--- config.mk ---
export PLATFORM = sky130hd
export DESIGN_NAME = bht_update_unit
export DESIGN_NICKNAME = d
export VERILOG_FILES = /design/src/rtl/bp_pkg.sv /design/src/rtl/bp_sat_counter.sv /design/src/rtl/bht_update_unit.sv
export SDC_FILE = /design/constraint.sdc
export NUM_CORES = 1
export LEC_CHECK = 0
export CELL_PAD_IN_SITES_DETAIL_PLACEMENT = 0
export CELL_PAD_IN_SITES_GLOBAL_PLACEMENT = 2
export CORE_MARGIN = 2
export CORE_UTILIZATION = 28
export CTS_BUF_LIST = sky130_fd_sc_hd__clkbuf_8
export CTS_CLUSTER_SIZE = 16
export DETAILED_ROUTE_END_ITERATION = 8
export PLACE_DENSITY = 0.76
export SLEW_MARGIN = 20
export SYNTH_ARGS = -nofsm -noshare
export SYNTH_HDL_FRONTEND = slang
export SYNTH_HIERARCHICAL = 1
export SYNTH_SLANG_ARGS = --single-unit
--- constraint.sdc ---
create_clock -name clk -period 4.5 [get_ports clk]
set_clock_uncertainty 0.15 [all_clocks]
set_input_delay 0.9 -clock clk [delete_from_list [all_inputs] [get_ports clk]]
set_output_delay 0.9 -clock clk [all_outputs]
set_load 0.005 [all_outputs]
--- src/rtl/bp_pkg.sv ---
// Shared branch-predictor types: 2-bit counter states, tracking-entry layout
// and the RV32 conditional-branch opcode.
package bp_pkg;

  typedef enum logic [1:0] {
    SNT = 2'b00,
    WNT = 2'b01,
    WT  = 2'b10,
    ST  = 2'b11
  } bp_state_t;

  localparam bp_state_t BP_MISS_STATE = WNT;

  localparam logic [6:0] OPC_BRANCH = 7'b1100011;

  typedef struct packed {
    logic       valid;
    logic [31:0] pc;
    bp_state_t  state;
  } bp_entry_t;

  function automatic logic is_cond_branch(input logic [6:0] opcode);
    return opcode == OPC_BRANCH;
  endfunction

endpackage

--- src/rtl/bp_sat_counter.sv ---
// Combinational 2-bit saturating counter step: prior state plus resolved
// direction gives the next state and whether the prior state mispredicted.
module bp_sat_counter
  import bp_pkg::*;
(
  input  bp_state_t state,
  input  logic      taken,
  output bp_state_t next,
  output logic      mispredict
);

  logic [1:0] raw;

  always_comb begin
    raw = state;
    if (taken) begin
      if (state != ST) raw = state + 2'd1;
    end else begin
      if (state != SNT) raw = state - 2'd1;
    end
    next       = bp_state_t'(raw);
    mispredict = state[1] != taken;
  end

endmodule

--- src/rtl/bht_update_unit.sv ---
// Carries each BHT prediction from fetch to execute, then produces the
// registered BHT write-back, the fetch redirect and two saturating counters.
module bht_update_unit
  import bp_pkg::*;
#(
  parameter int PIPE_DEPTH = 2
) (
  input  logic        clk,
  input  logic        rst,
  input  logic        read,
  input  logic [31:0] pc1,
  input  logic [1:0]  prediction,
  input  logic        stall,
  input  logic        flush,
  input  logic        ex_br_valid,
  input  logic        ex_br_taken,
  input  logic [31:0] pc2,
  input  logic [31:0] ex_target,
  output logic        write,
  output logic [1:0]  updated_logic,
  output logic        mispredict,
  output logic [31:0] redirect_pc,
  output logic [31:0] br_count,
  output logic [31:0] mp_count
);

  bp_entry_t entry [PIPE_DEPTH];

  bp_entry_t   ex_entry;
  bp_state_t   prior;
  bp_state_t   next_state;
  logic        sc_mispredict;
  logic        fire;
  logic        hit;
  logic [31:0] redirect_next;
  logic        br_inc;
  logic        mp_inc;
  logic [31:0] br_count_q;
  logic [31:0] mp_count_q;

  // Flush clears valids only; pc/state of dead entries are don't-care.
  always_ff @(posedge clk) begin
    if (rst) begin
      for (int i = 0; i < PIPE_DEPTH; i++) entry[i].valid <= 1'b0;
    end else if (flush) begin
      for (int i = 0; i < PIPE_DEPTH; i++) entry[i].valid <= 1'b0;
    end else if (!stall) begin
      entry[0].valid <= read;
      entry[0].pc    <= pc1;
      entry[0].state <= read ? bp_state_t'(prediction) : BP_MISS_STATE;
      for (int i = 1; i < PIPE_DEPTH; i++) entry[i] <= entry[i-1];
    end
  end

  assign ex_entry      = entry[PIPE_DEPTH-1];
  assign hit           = ex_entry.valid && (ex_entry.pc == pc2);
  assign prior         = hit ? ex_entry.state : BP_MISS_STATE;
  assign fire          = ex_br_valid && !stall;
  assign redirect_next = ex_br_taken ? ex_target : pc2 + 32'd4;

  bp_sat_counter u_sat_counter (
    .state      (prior),
    .taken      (ex_br_taken),
    .next       (next_state),
    .mispredict (sc_mispredict)
  );

  assign br_inc = fire && (br_count_q != 32'hFFFF_FFFF);
  assign mp_inc = fire && sc_mispredict && (mp_count_q != 32'hFFFF_FFFF);

  always_ff @(posedge clk) begin
    if (rst) begin
      write         <= 1'b0;
      updated_logic <= BP_MISS_STATE;
      mispredict    <= 1'b0;
      redirect_pc   <= 32'h0;
      br_count_q    <= 32'h0;
      mp_count_q    <= 32'h0;
    end else begin
      write      <= fire;
      mispredict <= fire && sc_mispredict;
      if (fire) updated_logic <= next_state;
      if (fire && sc_mispredict) redirect_pc <= redirect_next;
      br_count_q <= br_count_q + {31'b0, br_inc};
      mp_count_q <= mp_count_q + {31'b0, mp_inc};
    end
  end

  assign br_count = br_count_q;
  assign mp_count = mp_count_q;

endmodule
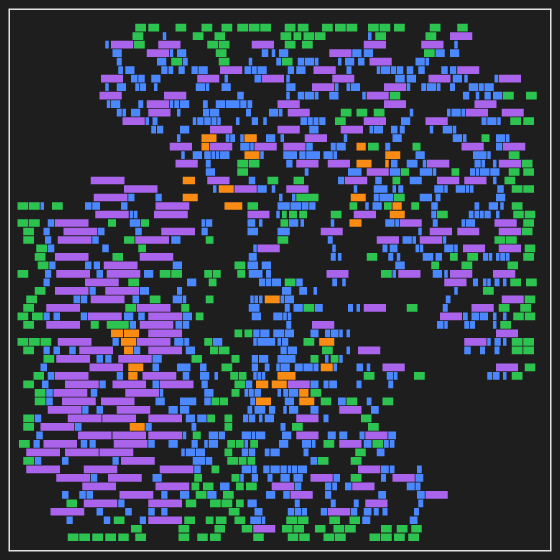
Figure 1: run 1, cell classes on the final placement.
colour	class	cells	share of their area
orange	clock drivers and dummy loads	32	3.6%
purple	flip-flops	170	38%
blue	all other logic	598	35%
green	other buffers and delay cells	260	23%
standard-cell rows: 61
total core area: 27930 µm²
Final Core Density: 40.10%

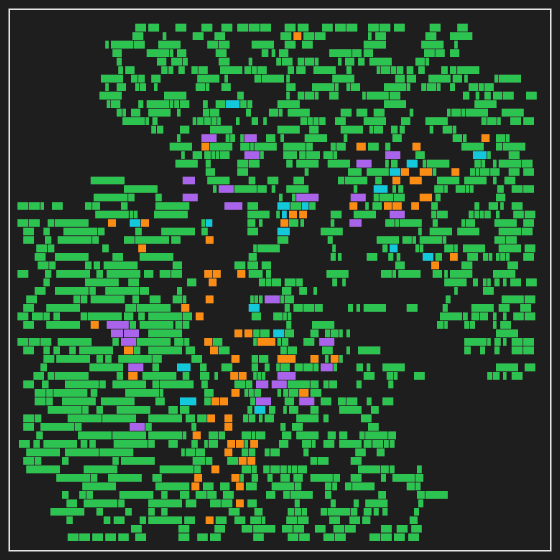
Figure 2: run 1, sizing map.
colour	size	cells	share
orange	drive 3 to 4	66	6.2%
purple	drive 6 and up	27	2.5%
green	drive 1 or less	949	90%
cyan	drive 2	18	1.7%
count of plain and timing-repair buffers in the layout: 260
Post-Layout Inst Area: 11200 µm²
Synth-to-Final Area Change: 40.20%
post-route setup slack: 301.4 ps

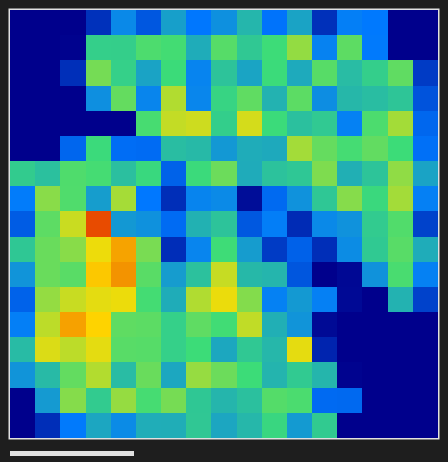
Figure 3: run 1, cell area per tile.
The bar under the picture is 50 µm long. The die is cut into 17 by 17 equal tiles; dark blue is low, red is high, 0 to 100% covered.
nearly empty tiles	17%
mean over tiles	36%
emptiest ninth of the die	south-east
fullest tile	91%
Initial Utilization: 28.60%

==> ci_impl_report.md, run 1 <==
### Flow metrics

| Metric | Value |
|---|---|
| First-pass GRT wire length | `35.04 mm` |
| Starting DRC count in detailed routing | `287` |
| Number of enable flip-flop cells | `70` |
| Leakage | `0.003849 µW` |
| Summed negative setup slack over all endpoints | `0 ps` |
| Clock network power consumption | `around 1100 µW` |
| Result of the run | `finished, final reports clean` |
| Horizontal die dimension | `172.9 µm` |
| Comb power | `approximately 320 µW` |
| Critical Path Source Type | `input pin` |
| Cell internal power dissipation | `between 2000 and 2500 µW` |
| Register area share after synthesis | `51.36%` |
| Cell count after synthesis | `about 810` |
| Sw frac | `26.88%` |
| IR Drop Worst-Case VDD | `0.1536 mV` |
| Endpoint of the most critical register-to-register path | `mp_count[14]$_SDFF_PP0_` |
| Cell count listed in synth_stat.txt | `between 800 and 900` |
| Top area contributor share | `26.31%` |
| Multi-input combinational gate total | `just under 600` |
| Via count | `6432` |
| Register cell area after layout | `4104 µm²` |
| Combinational power share | `10.4%` |
| Most used cell along the critical path | `ha_1` |
| Worst-case hold path end point | `redirect_pc[4]$_SDFFE_PP0P_` |
| Global-route met1 utilization | `20.22%` |
| Setup slack of the most critical reg-to-reg path | `690 ps` |
| Total Wirelength | `between 20 and 25 mm` |
| Post-CTS Setup Bufs | `0` |
| Count of antenna diodes in the layout | `2` |
| GRT overflow | `0` |
| Fraction of synthesized cell area in xor and xnor cells | `12.06%` |
| Fraction of the cycle the final worst path needs | `93.30%` |
| Tally of buffers added on design ports | `204` |
| Net switching power figure | `about 800 µW` |
==> run 2: changes to the inputs <==
Settings changed: CORE_UTILIZATION 28 to 31, PLACE_DENSITY 0.76 to 0.79.
Clock period 4.5 ns to 4.1 ns, I/O delays scaled along.
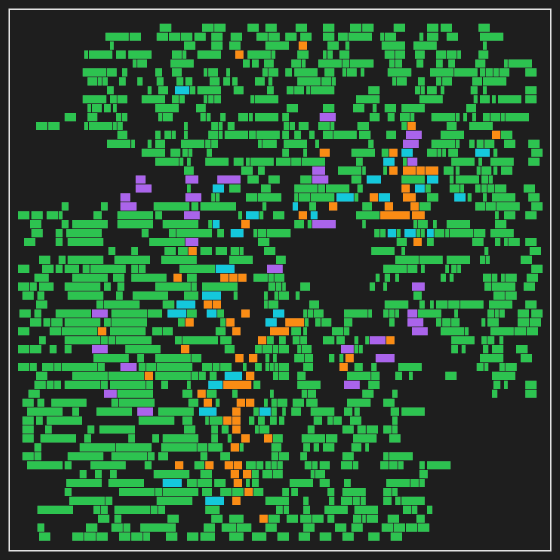
Figure 4: run 2, sizing map.
colour	size	cells	share
cyan	drive 2	32	3.0%
orange	drive 3 to 4	66	6.2%
purple	drive 6 and up	30	2.8%
green	drive 1 or less	932	88%
Synth-to-Final Area Change: 41.18%
Post-Layout Inst Area: 11280 µm²

==> ci_impl_report.md, run 2 <==
### Flow metrics

| Metric | Value |
|---|---|
| Register cell area after layout | `4104 µm² (unchanged)` |
| Top area contributor share | `26.31% (unchanged)` |
| Global-route met1 utilization | `22.56% (+2.3 points)` |
| Leakage | `0.004005 µW (+4.1%)` |
| Result of the run | `finished, final reports clean` |
| IR Drop Worst-Case VDD | `0.2240 mV (+46%)` |
| Post-route setup slack | `138.7 ps (-162.8 ps)` |
| Final Core Density | `44.67% (+4.6 points)` |
| Sw frac | `26.55% (-0.33 points)` |
| Summed negative setup slack over all endpoints | `0 ps (unchanged)` |
| Multi-input combinational gate total | `577 (unchanged)` |
| First-pass GRT wire length | `33.33 mm (-4.9%)` |
| Cell count listed in synth_stat.txt | `808 (unchanged)` |
| Number of enable flip-flop cells | `70 (unchanged)` |
| Cell internal power dissipation | `2447 µW (+9.8%)` |
| Standard-cell rows | `58 (-4.9%)` |
| Setup slack of the most critical reg-to-reg path | `380 ps (-310 ps)` |
| Initial Utilization | `31.64% (+3.0 points)` |
| Count of antenna diodes in the layout | `3 (+1)` |
| Via count | `6348 (-1.3%)` |
| GRT overflow | `0 (unchanged)` |
| Register area share after synthesis | `51.36% (unchanged)` |
| Starting DRC count in detailed routing | `376 (+31%)` |
| Fraction of synthesized cell area in xor and xnor cells | `12.06% (unchanged)` |
| Total core area | `25250 µm² (-9.6%)` |
| Total Wirelength | `21.74 mm (-2.8%)` |
| Net switching power figure | `884.6 µW (+7.9%)` |
Power figures rest on the tool's default switching activity, not on a simulated workload.
